## config.mk

```make
export PLATFORM = sky130hd
export DESIGN_NAME = pal_cfg_loader
export DESIGN_NICKNAME = d
export VERILOG_FILES = /design/src/rtl/pal_cfg_loader.sv
export SDC_FILE = /design/constraint.sdc
export NUM_CORES = 1
export LEC_CHECK = 0
export CAP_MARGIN = 10
export CORE_AREA = 4 4 50 74
export CTS_CLUSTER_DIAMETER = 200
export DETAILED_ROUTE_END_ITERATION = 16
export DIE_AREA = 0 0 54 78
export GPL_TIMING_DRIVEN = 1
export PLACE_DENSITY_LB_ADDON = 0.3
export SYNTH_ARGS = -nofsm -noshare
export SYNTH_HDL_FRONTEND = slang
export SYNTH_SLANG_ARGS = --single-unit
```

## constraint.sdc

```tcl
create_clock -name CLK -period 2 [get_ports CLK]
set_input_delay 0.5 -clock CLK [delete_from_list [all_inputs] [get_ports CLK]]
set_output_delay 0.5 -clock CLK [all_outputs]
set_load 0.02 [all_outputs]
```

## src/rtl/pal_cfg_loader.sv

```systemverilog
// Configuration sequencer for the PAL fabric: streams config bytes LSB-first onto the
// one-bit CFG chain, exactly CFG_LEN bits, then raises PAL_EN.
module pal_cfg_loader #(
    parameter int unsigned CFG_LEN = 300,
    parameter int unsigned CNT_W   = $clog2(CFG_LEN + 1)
) (
    input  logic       CLK,
    input  logic       RES,
    input  logic       START,
    input  logic       ABORT,
    input  logic [7:0] DATA_IN,
    input  logic       DATA_VALID,
    output logic       DATA_READY,
    output logic       CFG_OUT,
    output logic       CFG_SHIFT,
    output logic       PAL_EN,
    output logic       BUSY,
    output logic       DONE
);

    typedef enum logic [1:0] {
        StIdle,
        StLoad,
        StActive
    } state_e;

    state_e           state_q, state_d;
    logic [7:0]       buf_q, buf_d;
    // Bits in the buffer still to be emitted (0..8); final byte loads fewer than 8.
    logic [3:0]       buf_cnt_q, buf_cnt_d;
    logic [CNT_W-1:0] bits_left_q, bits_left_d;
    logic             done_q, done_d;
    logic             accept;

    assign CFG_SHIFT  = (state_q == StLoad) && (buf_cnt_q != 4'd0);
    assign CFG_OUT    = CFG_SHIFT & buf_q[0];
    assign DATA_READY = (state_q == StLoad) && !ABORT
                        && (32'(bits_left_q) > 32'(buf_cnt_q))
                        && (buf_cnt_q <= 4'd1);
    assign accept     = DATA_VALID & DATA_READY;
    assign BUSY       = (state_q == StLoad);
    assign PAL_EN     = (state_q == StActive);
    assign DONE       = done_q;

    always_comb begin
        state_d     = state_q;
        buf_d       = buf_q;
        buf_cnt_d   = buf_cnt_q;
        bits_left_d = bits_left_q;
        done_d      = 1'b0;

        unique case (state_q)
            StIdle, StActive: begin
                if (START) begin
                    state_d     = StLoad;
                    bits_left_d = CNT_W'(CFG_LEN);
                    buf_d       = 8'h00;
                    buf_cnt_d   = 4'd0;
                end
            end
            StLoad: begin
                if (CFG_SHIFT) begin
                    buf_d       = {1'b0, buf_q[7:1]};
                    buf_cnt_d   = buf_cnt_q - 4'd1;
                    bits_left_d = bits_left_q - CNT_W'(1);
                end
                // A new byte only keeps as many bits as the chain still needs.
                if (accept) begin
                    buf_d     = DATA_IN;
                    buf_cnt_d = (32'(bits_left_d) >= 32'd8) ? 4'd8 : 4'(bits_left_d);
                end
                if (CFG_SHIFT && (bits_left_q == CNT_W'(1))) begin
                    state_d = StActive;
                    done_d  = 1'b1;
                end
            end
            default: state_d = StIdle;
        endcase

        if (ABORT) begin
            state_d     = StIdle;
            buf_d       = 8'h00;
            buf_cnt_d   = 4'd0;
            bits_left_d = '0;
            done_d      = 1'b0;
        end
    end

    always_ff @(posedge CLK) begin
        if (RES) begin
            state_q     <= StIdle;
            buf_q       <= 8'h00;
            buf_cnt_q   <= 4'd0;
            bits_left_q <= '0;
            done_q      <= 1'b0;
        end else begin
            state_q     <= state_d;
            buf_q       <= buf_d;
            buf_cnt_q   <= buf_cnt_d;
            bits_left_q <= bits_left_d;
            done_q      <= done_d;
        end
    end

endmodule

```

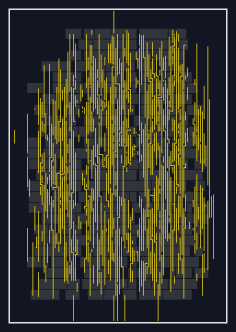
(run_1/m2.png)
(4 px per µm)
longest straight run = 43.5 µm
share of all routed wire = 54%
nets with wire on the layer = 250
main direction = vertical
wire length on this layer = 3250 µm
overall routed net length: 6.026 mm
GR met2 Demand/Resource: 49.64%
vias: 1757

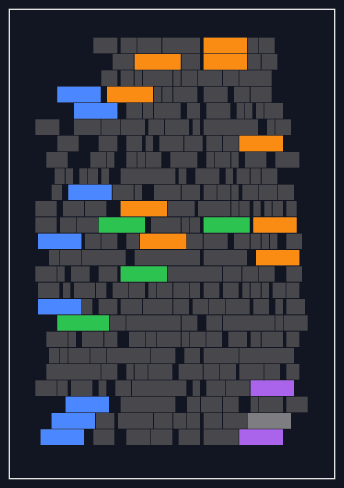
(run_1/ff_map.png)
(6 px per µm)
state_q -> purple  # placed flops 2
bits_left_q -> orange  # placed flops 9
buf_q -> blue  # placed flops 8
buf_cnt_q -> green  # placed flops 4
share of the core filled with cells: 80.65%
sequential power: 0.494 mW
Register Area: 493.0 µm²
Seq/total area: 19.74%

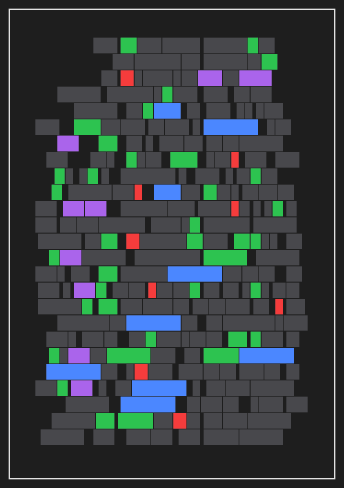
(run_1/gates.png)
(6 px per µm)
inv cells -> red  # cells 9
mux cells -> purple  # cells 9
aoi and oai cells -> green  # cells 37
fa/ha/maj cells -> blue  # cells 9

==> flow_summary.json, run 1 <==
{
  "r2r-start": "buf_cnt_q[3]$_SDFFE_PP0P_",
  "num_cts_buffers": 3,
  "clock_latency_ps": 280,
  "floorplan.io_pins": 19,
  "grt_antenna_before_repair": 0,
  "worstSetupEndpointType": "primary output",
  "largestPowerGroup": "registers",
  "hold_path.class": "reg -> reg",
  "power.ir.vdd_worst_v": 0.0004522,
  "flops": 24,
  "critical_path_cell_count": 7,
  "r2r_end": "buf_cnt_q[0]$_SDFFE_PP0P_",
  "power.static_leakage_nw": 1.020,
  "combinational_power_share_pct": 24.2,
  "per_instance_average_area_after_synthesis_um2": 8.524,
  "design.final.nets": 272,
  "synthTopLogicFamily": "simple AND/OR/NAND/NOR gates",
  "layout.clock_buffers": 3,
  "yosysCellCount": 171,
  "critical_path_required_ps": 1500,
  "setup_viol_count_final": 17,
  "io_buffer_count": 18,
  "flop_cell": "sky130_fd_sc_hd__dfxtp_1",
  "number_of_warnings_printed_during_yosys_synthesis": 0,
  "antennaDiodeCount": 0,
  "largest_cell_class": "combinational gates",
  "mux_area_share_pct": 6.352,
  "final.signal_buffer_count": 78,
  "outcome": "complete, but fails checks",
  "violations": "negative setup slack",
  "die_w_um": 54,
  "mostFrequentLayoutCell": "sky130_fd_sc_hd__buf_4",
  "largest_register_ff_count": 9,
  "place.detailed.instances": 270,
  "fp.dieArea_um2": 4212,
  "final-instance-count-excl-fill": 289,
  "floorplan.core_util_pct": 47.07,
  "postSynthNetCount": 193,
  "r2r_slack_ps": -290,
  "min_delay_worst_endpoint": "buf_q[3]$_SDFFE_PP0P_",
  "ant_nets": 0,
  "area_growth_syn_to_fin_pct": 71.33,
  "synth.cell_area_um2": 1458,
  "final_critical_path_setup_slack_ps": -299.5,
  "clock_sinks": 24,
  "finalClockSkew_ps": 4.646,
  "internal_power_mw": 0.9037,
  "fin_area_um2": 2497,
  "non_clock_inverter_count": 9,
  "grt_util_all_layers_pct": 27.62,
  "drtPass1Iterations": 4,
  "grt.met3_usage_pct": 4.990,
  "hold_path_startpoint": "buf_q[3]$_SDFFE_PP0P_",
  "xor_share_pct": 2.403,
  "critPathBufInv": 2,
  "wire_per_inst_um": 20.85,
  "grt_pass1_vias": 1808,
  "post_cts.resized_instances": 61,
  "final.fill_count": 182,
  "max_flop_register": "bits_left_q",
  "global_route.usage.met1_pct": 27.20,
  "mostFrequentLayoutCells": "sky130_fd_sc_hd__buf_4, sky130_fd_sc_hd__nor2_1, sky130_fd_sc_hd__dfxtp_1",
  "buffer_count_from_post_cts_setup_fixing": 13,
  "synth_simple_gate_area_share_pct": 23.95
}
==> run 1: layer usage <==
layer,wire length [µm],vias to the layer above
li1,-,779
met1,2124,856
met2,3245,95
met3,376,27
met4,280,0
met5,0,-
==> run 1: synth_stat cells, types with 2 or more instances <==
library cell                n  area share, %
sky130_fd_sc_hd__dfxtp_1   24             33
sky130_fd_sc_hd__nor2_1    23            5.9
sky130_fd_sc_hd__nand2_1   15            3.9
sky130_fd_sc_hd__o21ai_0   11            3.8
sky130_fd_sc_hd__a21oi_1    9            3.1
sky130_fd_sc_hd__ha_1       9            7.7
sky130_fd_sc_hd__inv_1      9            2.3
sky130_fd_sc_hd__mux2i_1    7            4.8
sky130_fd_sc_hd__and3_1     4            1.7
sky130_fd_sc_hd__a211oi_1   3            1.5
sky130_fd_sc_hd__nand3_1    3            1.0
sky130_fd_sc_hd__nor3_1     3            1.0
sky130_fd_sc_hd__o31ai_1    3            1.5
sky130_fd_sc_hd__xor2_1     3            1.8
sky130_fd_sc_hd__a211o_1    2            1.2
sky130_fd_sc_hd__clkbuf_1   2           0.52
sky130_fd_sc_hd__mux2_2     2            1.5
sky130_fd_sc_hd__nand4_1    2           0.86
sky130_fd_sc_hd__nand4b_1   2            1.2
sky130_fd_sc_hd__o21ai_2    2            1.2
sky130_fd_sc_hd__or2_2      2           0.86
==> run 1: kinds of logic (layout without fill, tap and decap cells) <==
| logic type | count (synthesis) | after routing |
|---|---|---|
| AND-OR/OR-AND | 45 | 45 |
| XOR/XNOR | 4 | 4 |
| adder cells (fa/ha/maj) | 9 | 9 |
| buffers and inverters | 13 | 91 |
| flip-flops | 24 | 24 |
| multiplexers | 9 | 9 |
| AND/OR/NAND/NOR | 67 | 67 |
==> run 1 -> run 2 <==
CORE_AREA = 2 2 48 72   (was 4 4 50 74)
DIE_AREA = 0 0 50 74   (was 0 0 54 78)
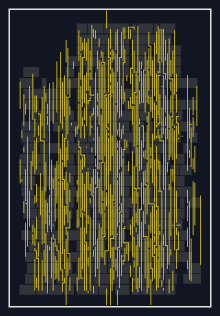
(run_2/m2.png)
(4 px per µm)
wire length on this layer = 3110 µm
share of all routed wire = 54%
longest straight run = 36.0 µm
main direction = vertical

==> flow_summary.json, run 2 <==
{
  "outcome": "complete, but fails checks",
  "violations": "negative setup slack",
  "fp.dieArea_um2": 3700,
  "hold_path_startpoint": "buf_q[1]$_SDFFE_PP0P_",
  "floorplan.core_util_pct": 47.07,
  "antennaDiodeCount": 0,
  "numSynthFlops": 24,
  "internal_power_mw": 0.7656,
  "area_growth_syn_to_fin_pct": 70.39,
  "ys_async_sr_fraction_pct": 0,
  "yosysCellCount": 171,
  "core_region_area_um2": 3097,
  "min_delay_worst_endpoint": "buf_q[1]$_SDFFE_PP0P_",
  "powerComb_mw": 0.300,
  "ant_nets": 0,
  "clock_sinks": 24,
  "power.static_leakage_nw": 1.009,
  "post_synth_main_area_contributors": "sky130_fd_sc_hd__dfxtp_1, sky130_fd_sc_hd__ha_1, sky130_fd_sc_hd__nor2_1",
  "max_root_sink_buffers": 2,
  "worst-setup-path-type": "reg -> out",
  "worst_path_dominant_cell_family": "AND-OR/OR-AND gates",
  "sequentialPower_mw": 0.492,
  "grt_overflow_total": 0,
  "critPathBufInv": 1,
  "finalWeightedCongestion": 0.8424,
  "floorplan.io_pins": 19,
  "design_power_total_mw": 1.092,
  "openroad.warnings": 31,
  "cts_tree": "built",
  "detail_route.vias_per_cell": 6.088,
  "final_layout_size_suffix_gt1_share_pct": 50.61,
  "crit_path_start_kind": "register",
  "postSynthNetCount": 193,
  "place.detailed.instances": 269,
  "clock-root-buffer": "sky130_fd_sc_hd__clkbuf_8",
  "post-route-drc-count": 0,
  "core.rowCount": 25,
  "global_route.usage.met1_pct": 30.48,
  "post-synth-top-count-cell": "sky130_fd_sc_hd__dfxtp_1",
  "met1_length_mm": 2.004,
  "postSynthSeqShare_pct": 32.96,
  "synth.cell_area_um2": 1458,
  "grt_pass1_wl_mm": 8.307,
  "per_instance_average_area_after_synthesis_um2": 8.524,
  "netSwitchingPower_mw": 0.3267,
  "clk_pin_slew_worst_paths_ps": 80,
  "final-instance-count-excl-fill": 285,
  "largest_register_ff_count": 9,
  "largestPowerGroup": "registers",
  "design.final.nets": 269,
  "max_flop_register": "bits_left_q",
  "p_clk_mw": 0.300,
  "r2r_end": "buf_cnt_q[1]$_SDFFE_PP0P_",
  "number_of_warnings_printed_during_yosys_synthesis": 0,
  "rsz0062_at_grt": "yes",
  "cts_hold_repair.buffers": 0,
  "ff2ff_path_depth": 11,
  "power.share.switching_pct": 29.91,
  "critical-path-max-stage-delay_ps": 400,
  "finalClockSkew_ps": 4.662,
  "post_synth_num_cell_types": 52,
  "part_of_the_power_in_registers_pct": 45.0,
  "detailed_place_hpwl_mm": 3.349,
  "combinational_power_share_pct": 27.5,
  "final_critical_path_setup_slack_ps": -217.5,
  "r2r-start": "buf_cnt_q[0]$_SDFFE_PP0P_",
  "grt_pass1_vias": 1748,
  "critical_path_required_ps": 1500,
  "maxSlewHeadroom_pct": 62.57,
  "reg_top3": "bits_left_q (9), buf_q (8), buf_cnt_q (4)",
  "clockPowerShare_pct": 27.5,
  "yosysTopAreaCellShare_pct": 32.96,
  "io_buffer_count": 18,
  "top_area_cell": "sky130_fd_sc_hd__dfxtp_1",
  "cp_data_arrival_time_ps": 1720,
  "syn-instance-count": 171,
  "worstSetupEndpointType": "primary output",
  "flop_cell": "sky130_fd_sc_hd__dfxtp_1",
  "cts_max_level": 1,
  "mostFrequentLayoutCells": "sky130_fd_sc_hd__buf_4, sky130_fd_sc_hd__nor2_1, sky130_fd_sc_hd__dfxtp_1",
  "critical_path.cell_chain": "ha_4 > a21o_1 > a211oi_2 > o21ai_1 > and3_4 > buf_6",
  "route.top_layer_used": "met4",
  "die_h_um": 74,
  "final.period_utilization_pct": 110.9,
  "vias": 1735,
  "wl_mm": 5.764,
  "max_cap_violations": 0,
  "total_power_density_per_cell_area_nw_per_um2": 439.8,
  "hold_violations": 0,
  "grt-busiest-layer": "met2",
  "worst_pin_slew_ps": 559.4,
  "clock_latency_ps": 270,
  "num_cts_buffers": 3,
  "slew_viol_final": 0,
  "synth-area-yosys_um2": 1458,
  "timing.critical_path.slowest_stage_cell": "sky130_fd_sc_hd__dfxtp_1",
  "synth.top_cells.by_count": "sky130_fd_sc_hd__dfxtp_1, sky130_fd_sc_hd__nor2_1, sky130_fd_sc_hd__nand2_1",
  "min_delay_path_depth": 2,
  "die_w_um": 50,
  "min_period_ps": 2218,
  "drtPass1Iterations": 4,
  "count_of_flip_flops_with_a_built_in_enable_after_synthesis": 0,
  "r2r_slack_ps": -190,
  "critical_path_peak_fanout": 3,
  "power.ir.vdd_worst_v": 0.0004028,
  "grt_util_all_layers_pct": 30.14,
  "met3RoutedLength_um": 298,
  "met2_wire_len_mm": 3.108,
  "first_iter_violations": 103,
  "worst_slack_placed_ps": -450.4,
  "mostFrequentLayoutCell": "sky130_fd_sc_hd__buf_4",
  "grt_max_degree": 13,
  "hold_path.class": "reg -> reg",
  "timing.fmax_ghz": 0.4510,
  "setup_viol_count_final": 18,
  "grt_antenna_before_repair": 0
}
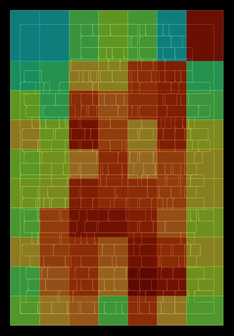
(run_2/congestion_map.png)
share of the core filled with cells: 80.20%
average detailed-routed wire length per instance: 20.22 µm
met3 usage in global routing: 3.614%
GR met2 Demand/Resource: 56.87%

==> run 2: cell type report <==
type | count | area, µm²
well taps | 40 | 50.05
flip-flops and latches | 24 | 493.0
clock buffers | 3 | 41.29
fillers | 169 | 613.1
multi-input cells | 135 | 1204
repair buffers | 74 | 654.4
inverters | 9 | 41.29
==> run 2: how the worst max path moves through the flow <==
stage                                      startpoint                        end  cells past startpoint
after floorplan             buf_cnt_q[2]$_SDFFE_PP0P_  buf_cnt_q[0]$_SDFFE_PP0P_                      8
after global placement                          ABORT                 DATA_READY                      4
after detailed placement                        ABORT  buf_cnt_q[2]$_SDFFE_PP0P_                      9
after CTS                   buf_cnt_q[3]$_SDFFE_PP0P_                 DATA_READY                      7
after global routing      bits_left_q[2]$_SDFFE_PP0P_                 DATA_READY                      6
final                     bits_left_q[2]$_SDFFE_PP0P_                 DATA_READY                      6
==> run 2: kinds of logic (layout without fill, tap and decap cells) <==
logic type	count (synthesis)	after routing	synth area share [%]
xor+xnor	4	4	2.404
flops	24	24	32.96
buf+inv	13	86	3.691
simple gates	67	67	23.95
fa+ha+maj	9	9	7.725
mux	9	9	6.352
compound gates	45	46	22.92
==> run 2: stage by stage <==
step	area [µm²]	hold WS (ps)	setup TNS, ps
2_1_floorplan	1470	416.8	0
3_3_place_gp	2011	437.8	-4836
3_5_place_dp	2011	455.2	-5677
4_1_cts	2300	475.9	-494.9
5_1_grt	2484	499.7	-2569
6_report	2484	463.5	-1685
==> run 2: timing repair <==
item | in CTS | in global routing
buffers inserted | 5 | 8
endpoints found under the setup margin | 19 | 19
pin swaps | 21 | 22
gates resized | 62 | 43
hold endpoints to repair | 0 | 0
gates cloned | 1 | 0
==> run 2 -> run 3 <==
CORE_AREA = 2 2 47 71   (was 2 2 48 72)
CTS_BUF_LIST = sky130_fd_sc_hd__clkbuf_8   (was not set)
DIE_AREA = 0 0 49 73   (was 0 0 50 74)
PLACE_DENSITY = 0.76   (was not set)
PLACE_DENSITY_LB_ADDON = not set   (was 0.3)
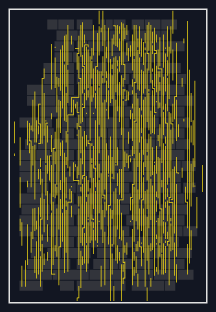
(run_3/m2.png)
(4 px per µm)
overall routed net length: 6.055 mm
GR met2 Demand/Resource: 61.80%

==> flow_summary.json, run 3 <==
{
  "outcome": "complete, but fails checks",
  "violations": "negative setup slack",
  "cts_tree": "built",
  "met3RoutedLength_um": 329,
  "postPlaceCellArea_um2": 2003,
  "postSynthSeqShare_pct": 32.96,
  "hold_violations": 0,
  "final_layout_size_suffix_gt1_share_pct": 50.41,
  "final.setup.tns_ps": -1746,
  "grt_util_all_layers_pct": 34.03,
  "hold_path.class": "reg -> reg",
  "grt_pass1_wl_mm": 8.935,
  "synth.top_cells.by_count": "sky130_fd_sc_hd__dfxtp_1, sky130_fd_sc_hd__nor2_1, sky130_fd_sc_hd__nand2_1",
  "ant_nets": 0,
  "ys_async_sr_fraction_pct": 0,
  "whs_ps": 465.4,
  "route.top_layer_used": "met4",
  "final_critical_path_setup_slack_ps": -296.3,
  "number_of_warnings_printed_during_yosys_synthesis": 0,
  "post_synth_main_area_contributors": "sky130_fd_sc_hd__dfxtp_1, sky130_fd_sc_hd__ha_1, sky130_fd_sc_hd__nor2_1",
  "drtPass1Iterations": 4,
  "met2_wire_len_mm": 3.166,
  "post_synth_fa_ha_maj_area_fraction_pct": 7.725,
  "critical_path_peak_fanout": 3,
  "clock_sinks": 24,
  "syn-instance-count": 171,
  "post-synth-top-count-cell": "sky130_fd_sc_hd__dfxtp_1",
  "yosysCellCount": 171,
  "synth-area-yosys_um2": 1458,
  "cp_data_arrival_time_ps": 1800,
  "design.final.nets": 269,
  "top_area_cell": "sky130_fd_sc_hd__dfxtp_1",
  "grt_overflow_total": 0,
  "finalWeightedCongestion": 0.9033,
  "timing.fmax_ghz": 0.4355,
  "post_cts.resized_instances": 71,
  "core.rowCount": 25,
  "grt_pass1_vias": 1899,
  "cts_max_level": 1,
  "die_w_um": 49,
  "antennaDiodeCount": 0,
  "numSynthFlops": 24,
  "power.ir.vdd_worst_v": 0.0005155,
  "setup_viol_count_final": 16,
  "mostFrequentLayoutCell": "sky130_fd_sc_hd__buf_4",
  "fin_area_um2": 2509,
  "finalClockSkew_ps": 5.955,
  "num_cts_buffers": 3,
  "area_growth_syn_to_fin_pct": 72.10,
  "synth_simple_gate_area_share_pct": 23.95,
  "detailed_place_hpwl_mm": 3.358,
  "cts_hold_repair.buffers": 0,
  "xor_share_pct": 2.403,
  "floorplan.core_util_pct": 48.04,
  "largest_register_ff_count": 9,
  "final-instance-count-excl-fill": 286,
  "final.fill_count": 161,
  "max_root_sink_buffers": 2,
  "floorplan.io_pins": 19,
  "flop_cell": "sky130_fd_sc_hd__dfxtp_1",
  "slew_viol_final": 0
}
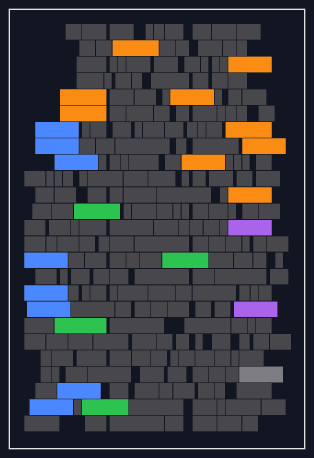
(run_3/ff_map.png)
(6 px per µm)
buf_cnt_q -> green  # placed flops 4
bits_left_q -> orange  # placed flops 9
state_q -> purple  # placed flops 2
buf_q -> blue  # placed flops 8
sequential power: 0.495 mW
Seq/total area: 19.65%
share of the core filled with cells: 82.68%

==> run 3: cell counts after synthesis <==
Identical to the previous run, type by type.
==> run 3: area by class of cell <==
| class | instances | area [µm²] | area share [%] |
|---|---|---|---|
| timing repair buffer | 74 | 656.9 | 26.18 |
| clock buffer | 4 | 55.05 | 2.195 |
| tap | 40 | 50.05 | 1.995 |
| inverter | 9 | 38.79 | 1.546 |
| multi-input combinational | 135 | 1215 | 48.43 |
| sequential | 24 | 493.0 | 19.65 |
==> run 3: per-layer routing <==
layer | vias to the layer above | global-route usage [%]
met5 | - | 0
met4 | 0 | 32.06
met3 | 44 | 4.918
met2 | 105 | 61.80
met1 | 839 | 32.53
li1 | 773 | -
==> run 3: path summary, 6_finish.rpt <==
kind | startpoint | to | slack [ps] | depth (start not counted)
setup / recovery | buf_cnt_q[2]$_SDFFE_PP0P_ | DATA_READY | -300 | 7
hold / removal | buf_q[3]$_SDFFE_PP0P_ | buf_q[3]$_SDFFE_PP0P_ | 470 | 2
setup reg to reg | buf_cnt_q[1]$_SDFFE_PP0P_ | buf_cnt_q[1]$_SDFFE_PP0P_ | -210 | 10
hold reg to reg | buf_q[3]$_SDFFE_PP0P_ | buf_q[3]$_SDFFE_PP0P_ | 470 | 2
==> run 3: critical path, cell delays in order, from the launching register on <==
cell	delay (ps)
sky130_fd_sc_hd__dfxtp_2	360
sky130_fd_sc_hd__inv_2	60
sky130_fd_sc_hd__ha_4	250
sky130_fd_sc_hd__and4b_1	220
sky130_fd_sc_hd__a211oi_2	230
sky130_fd_sc_hd__o21ai_1	100
sky130_fd_sc_hd__and3_4	170
sky130_fd_sc_hd__buf_6	120
==> run 3: report_power, final <==
part	total (mW)	internal, mW	switching [mW]
clock network	0.352	0.177	0.175
logic	0.307	0.148	0.159
registers	0.495	0.485	0.00913
Power is estimated from default activity; no workload was simulated.
